**M1 wires**

The bar under the picture is 20 um long. Cells faint in the background.
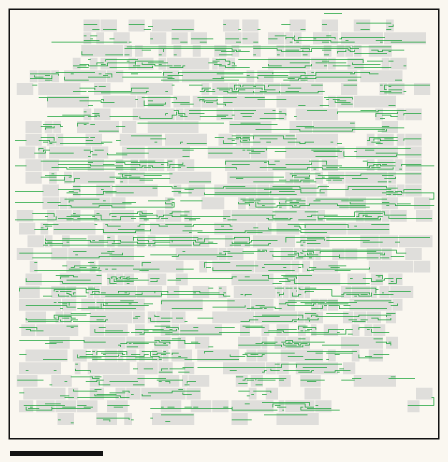
**Met2 routing**

The bar under the picture is 20 um long. Cells faint in the background.
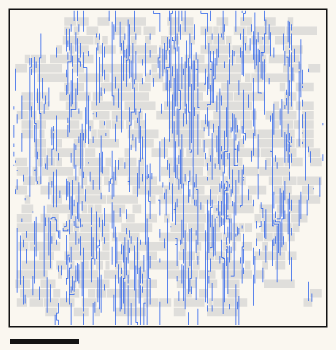
**Metal 3**

The bar under the picture is 20 um long. Cells faint in the background.
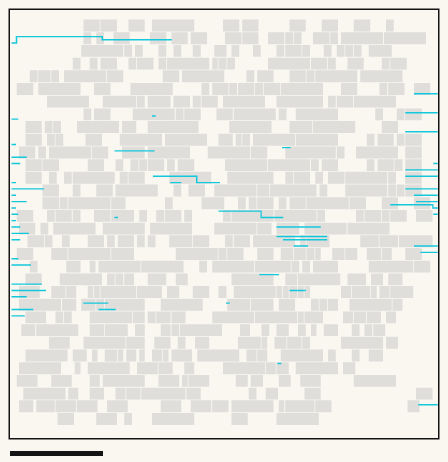
$ cat src/rtl/i2s_tx_scheduler.sv
// I2S master transmitter: derives BCK/LRCK from clk, fetches one {left,right}
// word per frame from a valid/ready source and shifts it out MSB-first with
// the standard one-BCK delay after each LRCK edge.
module i2s_tx_scheduler #(
    parameter int CLK_DIV      = 4,
    parameter int BCK_PER_HALF = 32,
    parameter int SAMPLE_BITS  = 24
) (
    input  logic                     clk,
    input  logic                     reset_n,
    input  logic                     enable,
    input  logic [2*SAMPLE_BITS-1:0] in_data,
    input  logic                     in_valid,
    output logic                     in_ready,
    output logic                     bck,
    output logic                     lrck,
    output logic                     sdata,
    output logic                     frame_start,
    output logic [15:0]              underrun_count
);

    localparam int DIV_W = (CLK_DIV > 1) ? $clog2(CLK_DIV) : 1;
    localparam int BIT_W = $clog2(2 * BCK_PER_HALF);
    localparam int WORD_W = 2 * SAMPLE_BITS;

    localparam logic [DIV_W-1:0] DIV_LAST = DIV_W'(CLK_DIV - 1);
    localparam logic [BIT_W-1:0] BIT_LAST = BIT_W'(2 * BCK_PER_HALF - 1);
    localparam logic [BIT_W-1:0] HALF     = BIT_W'(BCK_PER_HALF);
    localparam logic [BIT_W-1:0] NBITS    = BIT_W'(SAMPLE_BITS);

    typedef enum logic [1:0] {
        S_IDLE,
        S_RUN,
        S_DRAIN
    } state_t;

    state_t              r_state;
    state_t              w_state_nxt;
    logic [DIV_W-1:0]    r_div_cnt;
    logic [BIT_W-1:0]    r_bit_cnt;
    logic                r_bck;
    logic                r_lrck;
    logic                r_sdata;
    logic                r_frame_start;
    logic [WORD_W-1:0]   r_shift;
    logic [15:0]         r_underrun;

    logic                w_tick;
    logic                w_fall;
    logic                w_wrap;
    logic                w_drain_done;
    logic [BIT_W-1:0]    w_bit_nxt;
    logic                w_lrck_nxt;
    logic [BIT_W-1:0]    w_pos;
    logic                w_slot;

    // Divider tick, BCK falling-edge tick, frame wrap and next bit position.
    always_comb begin
        w_tick     = (r_state != S_IDLE) && (r_div_cnt == DIV_LAST);
        w_fall     = w_tick && r_bck;
        w_wrap     = w_fall && (r_bit_cnt == BIT_LAST);
        w_bit_nxt  = w_wrap ? '0 : r_bit_cnt + 1'b1;
        w_lrck_nxt = (w_bit_nxt >= HALF);
        w_pos      = w_lrck_nxt ? (w_bit_nxt - HALF) : w_bit_nxt;
        w_slot     = (w_pos != '0) && (w_pos <= NBITS);
    end

    // State register.
    always_ff @(posedge clk or negedge reset_n) begin
        if (!reset_n) begin
            r_state <= S_IDLE;
        end else begin
            r_state <= w_state_nxt;
        end
    end

    // Next-state logic; in_ready is only offered at a frame wrap while running.
    always_comb begin
        w_state_nxt  = r_state;
        in_ready     = 1'b0;
        w_drain_done = 1'b0;
        case (r_state)
            S_IDLE: begin
                if (enable) w_state_nxt = S_RUN;
            end
            S_RUN: begin
                in_ready = w_wrap;
                if (!enable) w_state_nxt = S_DRAIN;
            end
            S_DRAIN: begin
                if (enable) begin
                    w_state_nxt = S_RUN;
                end else if (w_wrap) begin
                    w_state_nxt  = S_IDLE;
                    w_drain_done = 1'b1;
                end
            end
            default: w_state_nxt = S_IDLE;
        endcase
    end

    // Clock generation and pin timing; leaving IDLE preloads the last bit so
    // the first falling BCK edge is a wrap that fetches the first word.
    always_ff @(posedge clk or negedge reset_n) begin
        if (!reset_n) begin
            r_div_cnt     <= '0;
            r_bit_cnt     <= '0;
            r_bck         <= 1'b0;
            r_lrck        <= 1'b0;
            r_sdata       <= 1'b0;
            r_frame_start <= 1'b0;
        end else begin
            r_frame_start <= w_wrap;
            if (r_state == S_IDLE) begin
                r_div_cnt <= '0;
                r_lrck    <= 1'b0;
                r_sdata   <= 1'b0;
                r_bit_cnt <= enable ? BIT_LAST : '0;
                r_bck     <= enable;
            end else if (w_drain_done) begin
                r_div_cnt <= '0;
                r_bit_cnt <= '0;
                r_bck     <= 1'b0;
                r_lrck    <= 1'b0;
                r_sdata   <= 1'b0;
            end else begin
                r_div_cnt <= w_tick ? '0 : r_div_cnt + 1'b1;
                if (w_tick) r_bck <= ~r_bck;
                if (w_fall) begin
                    r_bit_cnt <= w_bit_nxt;
                    r_lrck    <= w_lrck_nxt;
                    r_sdata   <= w_slot & r_shift[WORD_W-1];
                end
            end
        end
    end

    // Word fetch, serial shift-out and saturating underrun count.
    always_ff @(posedge clk or negedge reset_n) begin
        if (!reset_n) begin
            r_shift    <= '0;
            r_underrun <= '0;
        end else begin
            if (in_ready) begin
                r_shift <= in_valid ? in_data : '0;
            end else if (w_fall && w_slot) begin
                r_shift <= {r_shift[WORD_W-2:0], 1'b0};
            end
            if (in_ready && !in_valid && (r_underrun != '1)) begin
                r_underrun <= r_underrun + 1'b1;
            end
        end
    end

    assign bck            = r_bck;
    assign lrck           = r_lrck;
    assign sdata          = r_sdata;
    assign frame_start    = r_frame_start;
    assign underrun_count = r_underrun;

endmodule

$ cat config.mk
export PLATFORM = sky130hd
export DESIGN_NAME = i2s_tx_scheduler
export DESIGN_NICKNAME = d
export VERILOG_FILES = /design/src/rtl/i2s_tx_scheduler.sv
export SDC_FILE = /design/constraint.sdc
export NUM_CORES = 1
export LEC_CHECK = 0
export CAP_MARGIN = 20
export CORE_MARGIN = 1
export CORE_UTILIZATION = 47
export CTS_CLUSTER_SIZE = 8
export DETAILED_ROUTE_END_ITERATION = 8
export PLACE_DENSITY_LB_ADDON = 0.1
export SETUP_SLACK_MARGIN = 0.3
export SYNTH_ARGS = -nofsm -noshare
export SYNTH_HDL_FRONTEND = slang
export SYNTH_SLANG_ARGS = --single-unit
export TNS_END_PERCENT = 20
$ cat constraint.sdc
create_clock -name clk -period 2.3 [get_ports clk]
set_clock_uncertainty 0.15 [all_clocks]
set_input_delay 0.46 -clock clk [delete_from_list [all_inputs] [get_ports clk]]
set_output_delay 0.46 -clock clk [all_outputs]
set_load 0.02 [all_outputs]
==> highlights.md <==
• **depth of the CTS H-tree** 3
• **buffer type at the clock tree root** clkbuf_8
• **cell taking the most area after synthesis** dfrtp_1
• **synthesized-area fraction occupied by adder cells** 0.00992
• **number of nets with antenna violations after detailed routing** 0
• **maximum frequency from static timing analysis** 456 MHz
• **minimum hold slack** 0.348 ns
• **number of antenna violations at the first check in global routing** 0
• **crit path max fanout** 6
• **min Tclk post-route** 2.19 ns
• **fraction of the cycle the final worst path needs** 0.953
• **final core area utilization** 0.675
• **count of inserted antenna diode cells** 0
• **global-route wire length before repair** 13900 um
• **result of the run** completed
• **Complex Gates by Area** 0.173
• **critical path endpoint category** register
• **die area** 8410 um^2
• **total number of nets in the final design** 499
• **area share of xor/xnor cells in the synthesized design** 0.0370
• **sequential share of the synthesized area** 0.516
• **main logic family after synthesis** AND-OR/OR-AND gates
• **Post-synth regs** 78
• **unrepaired setup endpoints after global routing** yes
• **core utilization at floorplan** 0.487
• **count of different cell masters after synthesis** 42
• **area share of the largest cell type after synthesis** 0.516
• **relative slew slack** 0.628
• **most common flop cell mapped by yosys** dfrtp_1
• **LEAKAGE** 2.43 nW
• **per-cell routed wire length** 15.7 um
• **Post-Syn Area** 3780 um^2
• **total power divided by cell area** 799 nW/um^2
• **Yosys Instances** 356
• **DRC marker count from the first detailed-route iteration** 141
• **crit path kind** register to register
• **number of cells in the design after placement** 526
• **Num CTS Buffers** 9
• **leading cell types by total area after synthesis** dfrtp_1 (52%), a21oi_1 (13%), mux2i_1 (13%)
• **most frequent logic cells in the routed design** a21oi_1 (100), dfrtp_1 (77), clkdlybuf4s50_1 (54)
• **Power, Total** 0.00419 W
• **number of enable flip-flop cells** 0
• **post-placement setup slack** 0.00874 ns
• **maximum number of buffers from clock root to sink** 2
• **class of the tightest hold or removal check** register to register
• **Filler Cell Count** 627
## Picture notes: 'M1 wires'
main direction: horizontal
wire length on this layer: 4330 um
nets with wire on the layer: 441
share of all routed wire: 50%
longest straight run: 60.7 um
overall routed net length: 8650 um
vias post-DR: 2972
M1 GR Usage: 0.295

## Picture notes: 'met2 routing'
share of all routed wire: 45%
main direction: vertical
nets with wire on the layer: 412
wire length on this layer: 3940 um

## Picture notes: 'metal 3'
wire length on this layer: 253 um
nets with wire on the layer: 43
longest straight run: 18.4 um
main direction: horizontal
share of all routed wire: 2.9%

-- worst max-delay path, stage by stage, from the launching register on --
cell       delay (ns)
dfrtp_1          0.39
ha_2             0.20
buf_6            0.12
and3b_1          0.22
o21ai_2          0.08
a221oi_4         0.26
buf_6            0.20
clkbuf_16        0.17
mux2i_1          0.20
a21oi_1          0.09
-- sequential cells by signal, summed over array words and instances, names as in the netlist --
register,count
bck,1
frame_start,1
lrck,1
r_bit_cnt,6
r_div_cnt,2
r_shift,48
r_state,2
sdata,1
underrun_count,16
-- final timing paths --
kind,from,end,slack [ns],cells past startpoint
setup / recovery,r_bit_cnt[0]$_DFFE_PN0P_,r_shift[18]$_DFFE_PN0P_,0.11,9
hold reg to reg,underrun_count[5]$_DFFE_PN0P_,underrun_count[5]$_DFFE_PN0P_,0.35,1
hold / removal,underrun_count[5]$_DFFE_PN0P_,underrun_count[5]$_DFFE_PN0P_,0.35,1
setup reg to reg,r_bit_cnt[0]$_DFFE_PN0P_,r_shift[18]$_DFFE_PN0P_,0.11,9
min in group asynchronous,reset_n,r_bit_cnt[2]$_DFFE_PN0P_,0.45,2
max in group asynchronous,reset_n,underrun_count[6]$_DFFE_PN0P_,0.93,3
-- cells by family after synthesis --
kind of cell,after synthesis
mux,50
xor+xnor,16
buf+inv,27
flops,78
compound gates,118
simple gates,64
fa+ha+maj,3
-- cells in the mapped netlist, types with 2 or more instances --
master / n
nand2_1: 11
dfrtp_1: 78
nor4_1: 2
ha_1: 3
nor2_1: 8
nand4_1: 4
nand3_1: 15
buf_1: 3
inv_1: 3
and2_1: 3
nand2b_1: 3
buf_2: 2
clkbuf_1: 14
o21ai_0: 5
mux2i_1: 49
and3_1: 6
buf_6: 2
a21oi_1: 101
xnor2_1: 13
buf_4: 3
nor2b_1: 3
o211ai_1: 2
xor2_1: 3
a21boi_0: 2
-- per-stage QoR --
stage                     cell area, um^2  setup TNS, ns
after floorplan                      3800              0
after global placement               4690              0
after detailed placement             4690              0
after CTS                            5030              0
after global routing                 5240        -0.0557
final                                5240              0
-- cell type report --
class,count,area share
Tap cell,102,0.0243
Timing Repair Buffer,101,0.214
Inverter,3,0.00215
Multi-Input combinational cell,251,0.343
Clock inverter,6,0.0179
Sequential cell,78,0.373
Clock buffer,10,0.0263
-- where the power goes --
part           internal (W)  switching, W  total (W)
clock network      0.000648      0.000526    0.00117
logic              0.000577      0.000445    0.00102
registers           0.00176      0.000233    0.00199
-- layer usage --
layer  part of all wire  global-route usage  up-vias
met5                  0                   0        -
met4              0.015              0.0794        0
met3              0.029              0.0340       14
met2               0.45               0.329       59
met1               0.50               0.295     1423
li1                   -                   -     1476
-- timing repair --
action | in CTS | in global routing
gates cloned | 3 | 3
hold endpoints to repair | 36 | 0
buffers inserted | 2 | 0
hold buffers | 1 | 0
resized | 10 | 38
pin swaps | 1 | 37
endpoints found under the setup margin | 77 | 83
Power figures rest on the tool's default switching activity, not on a simulated workload.
